### config.mk
export PLATFORM = sky130hd
export DESIGN_NAME = asgn_triple_accum
export DESIGN_NICKNAME = d
export VERILOG_FILES = /design/src/rtl/asgn_acc_pkg.sv /design/src/rtl/asgn_tri_neq.sv /design/src/rtl/asgn_triple_accum.sv
export SDC_FILE = /design/constraint.sdc
export NUM_CORES = 1
export LEC_CHECK = 0
export CAP_MARGIN = 20
export CORE_MARGIN = 2
export CORE_UTILIZATION = 47
export CTS_BUF_LIST = sky130_fd_sc_hd__clkbuf_16
export DETAILED_ROUTE_END_ITERATION = 10
export GPL_TIMING_DRIVEN = 1
export HOLD_SLACK_MARGIN = 0.05
export PLACE_DENSITY = 0.82
export SYNTH_ARGS = -nofsm -noshare
export SYNTH_HDL_FRONTEND = slang
export SYNTH_SLANG_ARGS = --single-unit
### constraint.sdc
create_clock -name clk -period 4.4 [get_ports clk]
set_input_delay 1.32 -clock clk [delete_from_list [all_inputs] [get_ports clk]]
set_output_delay 1.32 -clock clk [all_outputs]
set_load 0.02 [all_outputs]
### src/rtl/asgn_acc_pkg.sv
// Shared types and helpers for the triple accumulator slice.
// Latency: n/a (package only).
// Backpressure: n/a (package only).
package asgn_acc_pkg;

  // Frame FSM: IDLE waits for the first beat, ACCUM collects the rest,
  // DONE presents the result until the downstream takes it.
  typedef enum logic [1:0] {
    IDLE  = 2'd0,
    ACCUM = 2'd1,
    DONE  = 2'd2
  } acc_state_t;

  // Width needed to count 0..n inclusive.
  function automatic int mism_w(input int n);
    return $clog2(n + 1);
  endfunction

endpackage

### src/rtl/asgn_tri_neq.sv
// Flags a disagreement among three words: neq = (a!=b)||(b!=c).
// Latency: combinational, zero cycles.
// Backpressure: none, pure function of its inputs.
//
// Ports:
//   a, b, c  in  W  words to compare
//   neq      out 1  high when the three words are not all equal
module asgn_tri_neq #(
  parameter int W = 32
) (
  input  logic [W-1:0] a,
  input  logic [W-1:0] b,
  input  logic [W-1:0] c,
  output logic         neq
);

  assign neq = (a != b) || (b != c);

endmodule

### src/rtl/asgn_triple_accum.sv
// Collects N_SAMPLES (x,y,z) beats per frame; reports sum of x and count of mismatching beats.
// Latency: out_valid rises the cycle after the last beat of a frame is accepted.
// Backpressure: in_ready drops while a result waits in DONE; released one cycle after out handshake.
//
// Ports:
//   clk, rst_n                 clock, synchronous active-low reset
//   in_valid/in_ready          input beat handshake; in_x/in_y/in_z carry the triple
//   out_valid/out_ready        frame result handshake
//   out_sum   (ACC_W)          sum of in_x over the frame
//   out_mism  (mism_w(N))      beats where x,y,z were not all equal
//   out_ovf                    sticky accumulator saturation flag
// Build option: define ASGN_ACC_SAT_EN to saturate the accumulator and drive out_ovf;
// otherwise the accumulator wraps and out_ovf is tied low.
module asgn_triple_accum
  import asgn_acc_pkg::*;
#(
  parameter int W         = 32,
  parameter int N_SAMPLES = 4,
  parameter int ACC_W     = 32
) (
  input  logic                           clk,
  input  logic                           rst_n,
  input  logic                           in_valid,
  output logic                           in_ready,
  input  logic [W-1:0]                   in_x,
  input  logic [W-1:0]                   in_y,
  input  logic [W-1:0]                   in_z,
  output logic                           out_valid,
  input  logic                           out_ready,
  output logic [ACC_W-1:0]               out_sum,
  output logic [mism_w(N_SAMPLES)-1:0]   out_mism,
  output logic                           out_ovf
);

  localparam int MW = mism_w(N_SAMPLES);
  // Count value held while the final beat of a frame is being accepted.
  localparam logic [MW-1:0] LAST_CNT = MW'(N_SAMPLES - 1);

  acc_state_t      state, state_nxt;
  logic [ACC_W-1:0] acc, acc_nxt;
  logic [MW-1:0]    mism, mism_nxt;
  logic [MW-1:0]    cnt, cnt_nxt;
  logic             neq;
  logic             accept;
  logic [ACC_W-1:0] x_ext;

  asgn_tri_neq #(.W(W)) u_neq (
    .a   (in_x),
    .b   (in_y),
    .c   (in_z),
    .neq (neq)
  );

  assign x_ext = ACC_W'(in_x);

  // Gated by rst_n so nothing upstream sees a ready while reset is held.
  assign in_ready = rst_n && (state != DONE);
  assign accept   = in_valid && in_ready;

  assign out_valid = (state == DONE);
  assign out_sum   = acc;
  assign out_mism  = mism;

`ifdef ASGN_ACC_SAT_EN
  logic             ovf, ovf_nxt;
  logic [ACC_W:0]   sum_ext;

  assign sum_ext = {1'b0, acc} + {1'b0, x_ext};
  assign out_ovf = ovf;
`else
  assign out_ovf = 1'b0;
`endif

  always_comb begin
    state_nxt = state;
    acc_nxt   = acc;
    mism_nxt  = mism;
    cnt_nxt   = cnt;
`ifdef ASGN_ACC_SAT_EN
    ovf_nxt   = ovf;
`endif
    unique case (state)
      IDLE: begin
        if (accept) begin
          acc_nxt   = x_ext;
          mism_nxt  = MW'(neq);
          cnt_nxt   = MW'(1);
`ifdef ASGN_ACC_SAT_EN
          ovf_nxt   = 1'b0;
`endif
          state_nxt = (N_SAMPLES == 1) ? DONE : ACCUM;
        end
      end
      ACCUM: begin
        if (accept) begin
`ifdef ASGN_ACC_SAT_EN
          // Once clamped, stay clamped until the frame is handed off.
          if (ovf || sum_ext[ACC_W]) begin
            acc_nxt = '1;
            ovf_nxt = 1'b1;
          end else begin
            acc_nxt = sum_ext[ACC_W-1:0];
          end
`else
          acc_nxt = acc + x_ext;
`endif
          mism_nxt = mism + MW'(neq);
          cnt_nxt  = cnt + MW'(1);
          if (cnt == LAST_CNT) begin
            state_nxt = DONE;
          end
        end
      end
      DONE: begin
        if (out_ready) begin
          acc_nxt   = '0;
          mism_nxt  = '0;
          cnt_nxt   = '0;
`ifdef ASGN_ACC_SAT_EN
          ovf_nxt   = 1'b0;
`endif
          state_nxt = IDLE;
        end
      end
      default: begin
        state_nxt = IDLE;
      end
    endcase
  end

  always_ff @(posedge clk) begin
    if (!rst_n) begin
      state <= IDLE;
      acc   <= '0;
      mism  <= '0;
      cnt   <= '0;
`ifdef ASGN_ACC_SAT_EN
      ovf   <= 1'b0;
`endif
    end else begin
      state <= state_nxt;
      acc   <= acc_nxt;
      mism  <= mism_nxt;
      cnt   <= cnt_nxt;
`ifdef ASGN_ACC_SAT_EN
      ovf   <= ovf_nxt;
`endif
    end
  end

endmodule

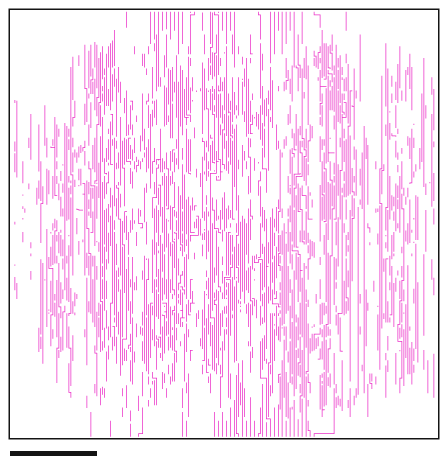
Run 1: metal 2
Scale bar: 20 µm.
longest straight run = 61.5 µm
main direction = vertical
share of all routed wire = 49%
wire length on this layer = 7,550 µm
nets with wire on the layer = 738
via count of the routed design: 5,161
met2 capacity usage during global routing: 55.52%
DRT Wirelength: 15,560 µm

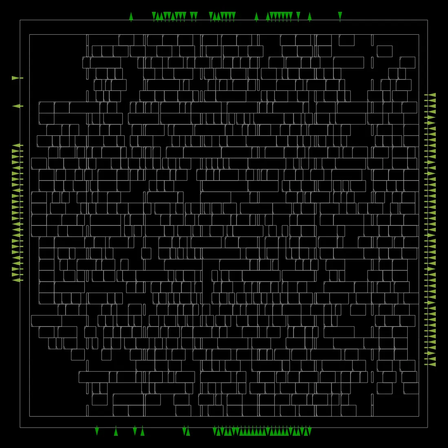
Run 1: placed standard cells
tapcell count: 108
CORE AREA: 0.008721 mm²

==> notes.md, run 1 <==
flow finished, numbers: status=complete, no violations, fraction of layout cells with a size suffix above 1=4.429%, post-route ant nets=0, total congestion overflow=0, starting density of the core=between 40% and 50%, total iterations of the first detailed-routing run=5, Worst path top cell family by delay=AND-OR/OR-AND gates, setup total negative slack=0 ns, cell total in the yosys stat output=roughly 570, pin count of the biggest net entering global routing=43, arrival time of the worst setup path=4.33 ns, Yosys chip area=around 0.0042 mm², total of cells resized after clock tree synthesis=0, number of cells traversed by the worst hold path=2, total setup violations reported at the end of the flow=0, simple-gate portion of the synthesized area=24.90%, top cells by area, synth=dfxtp_1 19%, ha_1 11%, a21oi_1 6.4%, Cell Pwr Density=352.2 mW/mm², minimum hold slack=0.4912 ns, arithmetic-cell share of the synthesized area counting full adders, half adders and majority gates=11.75%, Clock Path Buffers=2, Reg-to-Reg End=out_sum[24], number of antenna violations at the first check in global routing=0, xor+xnor area frac=8.101%, netlist area before placement=0.004217 mm², maximum clock skew at final layout=0.004380 ns, global-route wire length before repair=24,850 µm, height of the die=between 90 and 100 µm, mean instance size in the synthesized netlist=7.410 µm²
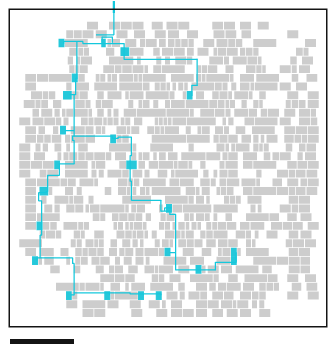
Run 1: port wiring
Scale bar: 20 µm.
cyan -> rst_n  # bits 1, direction input, end cells 22, buffers 2, wire 325 µm
IO Count: 138
number of buffers added on ports: 136

## run 1: layer usage
metal	vias up	part of all wire, %	wire length (µm)	GRT usage [%]
li1	2445	-	-	-
met2	264	49	7551	55.52
met5	-	0	0	0
met3	43	8.9	1384	6.879
met4	0	3.1	476	11.80
met1	2409	40	6150	37.06
## run 1: cell type report
cell class	instances	share of cell area (%)
multi-input cells	492	55.82
repair buffers	146	24.48
flip-flops and latches	40	13.65
clock inverters	3	0.7249
inverters	14	0.8955
clock buffers	5	2.132
well taps	108	2.303
## run 1: worst min-delay path, stage by stage, from the launching register on
cell and delay [ns]:
dfxtp_1 0.32, nand2_1 0.06, a21oi_1 0.06
## run 1: sequential cells by signal, indices dropped and copies added, names as in the netlist
name	cells
cnt	3
out_sum	32
state	2
out_mism	3
Run 1, register map, names as in the netlist:
Other sequential cells in the stronger grey, the rest of the logic in the fainter grey.
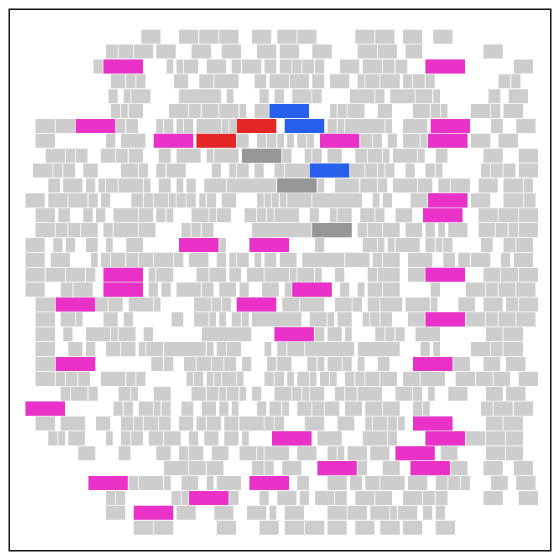

==> run 2, diff against run 1 <==
Settings changed: GPL_TIMING_DRIVEN 1 to 0, HOLD_SLACK_MARGIN 0.05 to 0.12.
Clock period 4.4 ns to 4.2 ns, I/O delays scaled along.
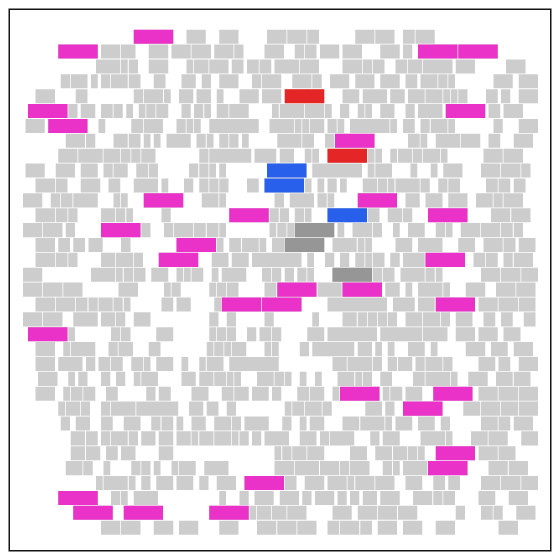
Run 2: register map, names as in the netlist
Other sequential cells in the stronger grey, the rest of the logic in the fainter grey.
blue -> out_mism  # placed flops 3
red -> state  # placed flops 2
magenta -> out_sum  # placed flops 32, where widely spread

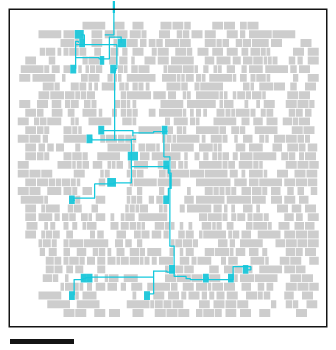
Run 2: port wiring
Scale bar: 20 µm.
cyan -> rst_n  # bits 1, direction input, end cells 22, buffers 3, wire 316 µm

==> run 2 against run 1 <==
Via count increased by 0.97%. Wire length grew 5.8%. Final cell count rose by 1.9%. Global-route usage up 1.4 points. Combinational power is 6% higher. Critical path depth grew 1. Non-clock buffer count up 15. Critical endpoint is now out_sum[26].
==> notes.md, run 2 <==
flow finished, numbers: status=complete, no violations (unchanged), total congestion overflow=0 (unchanged), fraction of layout cells with a size suffix above 1=3.916% (was 4.429%), starting density of the core=48.35% (unchanged), met2 capacity usage during global routing=59.08% (was 55.52%), pin count of the biggest net entering global routing=17 (was 43), met3 track utilization from global routing=6.170% (was 6.879%), CORE AREA=0.008721 mm² (unchanged), Reg-to-Reg End=out_sum[26] (was out_sum[24]), Yosys top cell by area=dfxtp_1 (unchanged), sum of met2 wire segment lengths after detailed routing=7984 µm (was 7551 µm), height of the die=98.72 µm (unchanged), DRT Wirelength=16,460 µm (was 15,560 µm), global-route wire length before repair=25,340 µm (was 24,850 µm), simple-gate portion of the synthesized area=24.90% (unchanged), Top Layer Used=met4 (unchanged), total setup violations reported at the end of the flow=0 (unchanged), setup total negative slack=0 ns (unchanged), arithmetic-cell share of the synthesized area counting full adders, half adders and majority gates=11.75% (unchanged), IO Count=138 (unchanged), netlist area before placement=0.004217 mm² (unchanged), post-route ant nets=0 (unchanged), total of cells resized after clock tree synthesis=1 (was 0), number of cells traversed by the worst hold path=2 (unchanged), gr busiest metal=met2 (unchanged), Worst path top cell family by delay=AND-OR/OR-AND gates (unchanged), number of buffers added on ports=136 (unchanged), arrival time of the worst setup path=4.30 ns (was 4.33 ns), global-route met1 utilization=39.22% (was 37.06%), total iterations of the first detailed-routing run=5 (unchanged), number of antenna violations at the first check in global routing=0 (unchanged), chip area=0.009745 mm² (unchanged), cell total in the yosys stat output=569 (unchanged), via count of the routed design=5,211 (was 5,161), highest net fanout along the worst path=6 (was 5), max FFs per register=32 (unchanged), Clock Path Buffers=2 (unchanged)
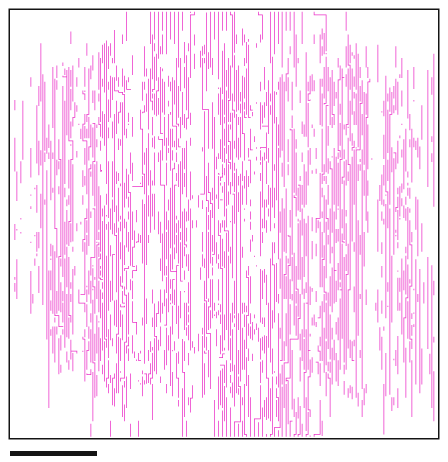
Run 2: metal 2
Scale bar: 20 µm.
wire length on this layer = 7,980 µm
share of all routed wire = 49%
longest straight run = 57.1 µm
nets with wire on the layer = 731
main direction = vertical

-- run 2: cell counts after synthesis --
Identical to the previous run, type by type.
-- run 2: final cells by class --
class                      count  area, µm²
buffer                        22      87.58
clock buffer                   5      125.1
clock inverter                 3      42.54
fill                         763       2811
inverter                      14      52.55
multi-input combinational    492       3282
sequential                    40      800.8
tap                          108      135.1
timing repair buffer         139       1384
-- run 2: worst max path at each step --
stage | slack, ns | startpoint | to
global route | -0.02 | in_x[0] | out_sum[30]
floorplan | 0.73 | in_x[0] | out_sum[24]
finish | 0.09 | in_x[0] | out_sum[26]
global placement | -0.24 | in_x[0] | out_sum[28]
CTS | 0.02 | in_x[0] | out_sum[24]
detailed placement | -0.29 | in_x[0] | out_sum[28]
==> run 3, diff against run 2 <==
Settings changed: CTS_CLUSTER_SIZE from default to 14.
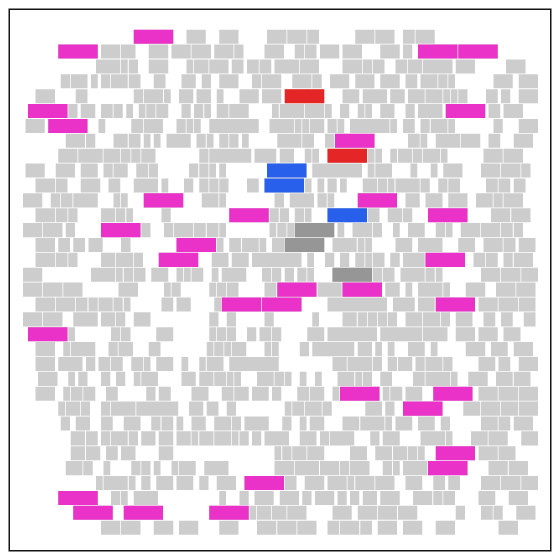
Run 3: register map, names as in the netlist
Other sequential cells in the stronger grey, the rest of the logic in the fainter grey.
blue -> out_mism  # placed flops 3
magenta -> out_sum  # placed flops 32, where widely spread
red -> state  # placed flops 2
flop share of the area: 13.55%
utilization after layout: 67.76%

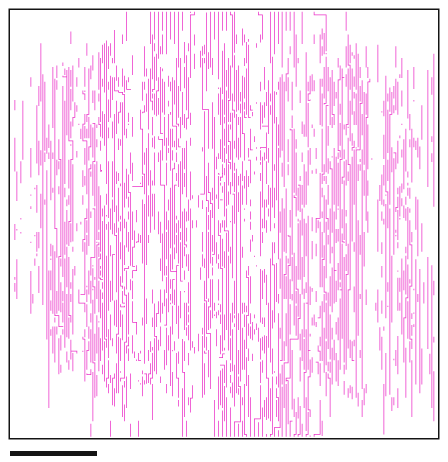
Run 3: metal 2
Scale bar: 20 µm.
wire length on this layer = 7,980 µm
share of all routed wire = 49%

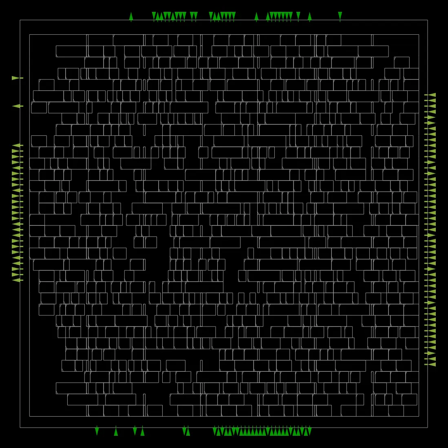
Run 3: placed standard cells
Std-Cell Rows: 34
Final Non-Filler Cells: 823
total number of sequential cells: 40
Fill cells: 763

==> run 3 against run 2 <==
Sequential power about the same. Design area unchanged. Highest routed layer unchanged. Hold slack unchanged. Largest cell class unchanged. Synthesized cell count unchanged. Sequential share of layout area unchanged.
==> notes.md, run 3 <==
flow finished, numbers: tapcell count=108 (unchanged), via count of the routed design=5,211 (unchanged), Yosys chip area=0.004217 mm² (unchanged), setup total negative slack=0 ns (unchanged), IO Count=138 (unchanged), Top Layer Used=met4 (unchanged), sum of met2 wire segment lengths after detailed routing=7984 µm (unchanged), total area of sequential cells=800.8 µm² (unchanged), clk tree area frac=2.837% (unchanged), multi-input logic portion of the cell area=55.54% (unchanged), Clock Path Buffers=2 (unchanged), top cells by area, synth=dfxtp_1 19%, ha_1 11%, a21oi_1 6.4% (unchanged), arrival time of the worst setup path=4.30 ns (about the same), Yosys top cell by area=dfxtp_1 (unchanged), pin count of the biggest net entering global routing=17 (unchanged), cell total in the yosys stat output=569 (unchanged), met2 capacity usage during global routing=59.08% (unchanged), status=complete, no violations (unchanged), clock buffer instance count of the final layout=5 (unchanged), DRT met1 WL=6577 µm (unchanged), number of buffers added on ports=136 (unchanged), amount of wire on met3 after detailed routing=1442 µm (unchanged), netlist area before placement=0.004217 mm² (unchanged), starting density of the core=48.35% (unchanged), number of antenna violations at the first check in global routing=0 (unchanged), non-clock buffering overhead in the final layout=24.90% (unchanged), height of the die=98.72 µm (unchanged), total of cells resized after clock tree synthesis=1 (unchanged), layout multi-input combinational cell count=492 (unchanged), CORE AREA=0.008721 mm² (unchanged), global-route wire length before repair=25,340 µm (unchanged)
run 3: cell families after synthesis:
group / count (synthesis) / synth area share (%)
and+or+nand+nor: 211 / 24.90
xor gates and xnor gates: 39 / 8.101
AOI/OAI and AO/OA: 199 / 32.05
buffers and inverters: 37 / 3.412
muxes: 3 / 0.7122
adders and majority gates: 39 / 11.75
DFF: 40 / 18.99
other: 1 / 0.08894
run 3: how the worst max path moves through the flow:
stage / end / start / depth (start not counted) / slack (ns)
floorplan: out_sum[24] / in_x[0] / 10 / 0.73
global placement: out_sum[28] / in_x[0] / 12 / -0.24
detailed placement: out_sum[28] / in_x[0] / 12 / -0.29
CTS: out_sum[24] / in_x[0] / 11 / 0.02
global route: out_sum[30] / in_x[0] / 12 / -0.02
finish: out_sum[26] / in_x[0] / 12 / 0.09
Power figures rest on the tool's default switching activity, not on a simulated workload.
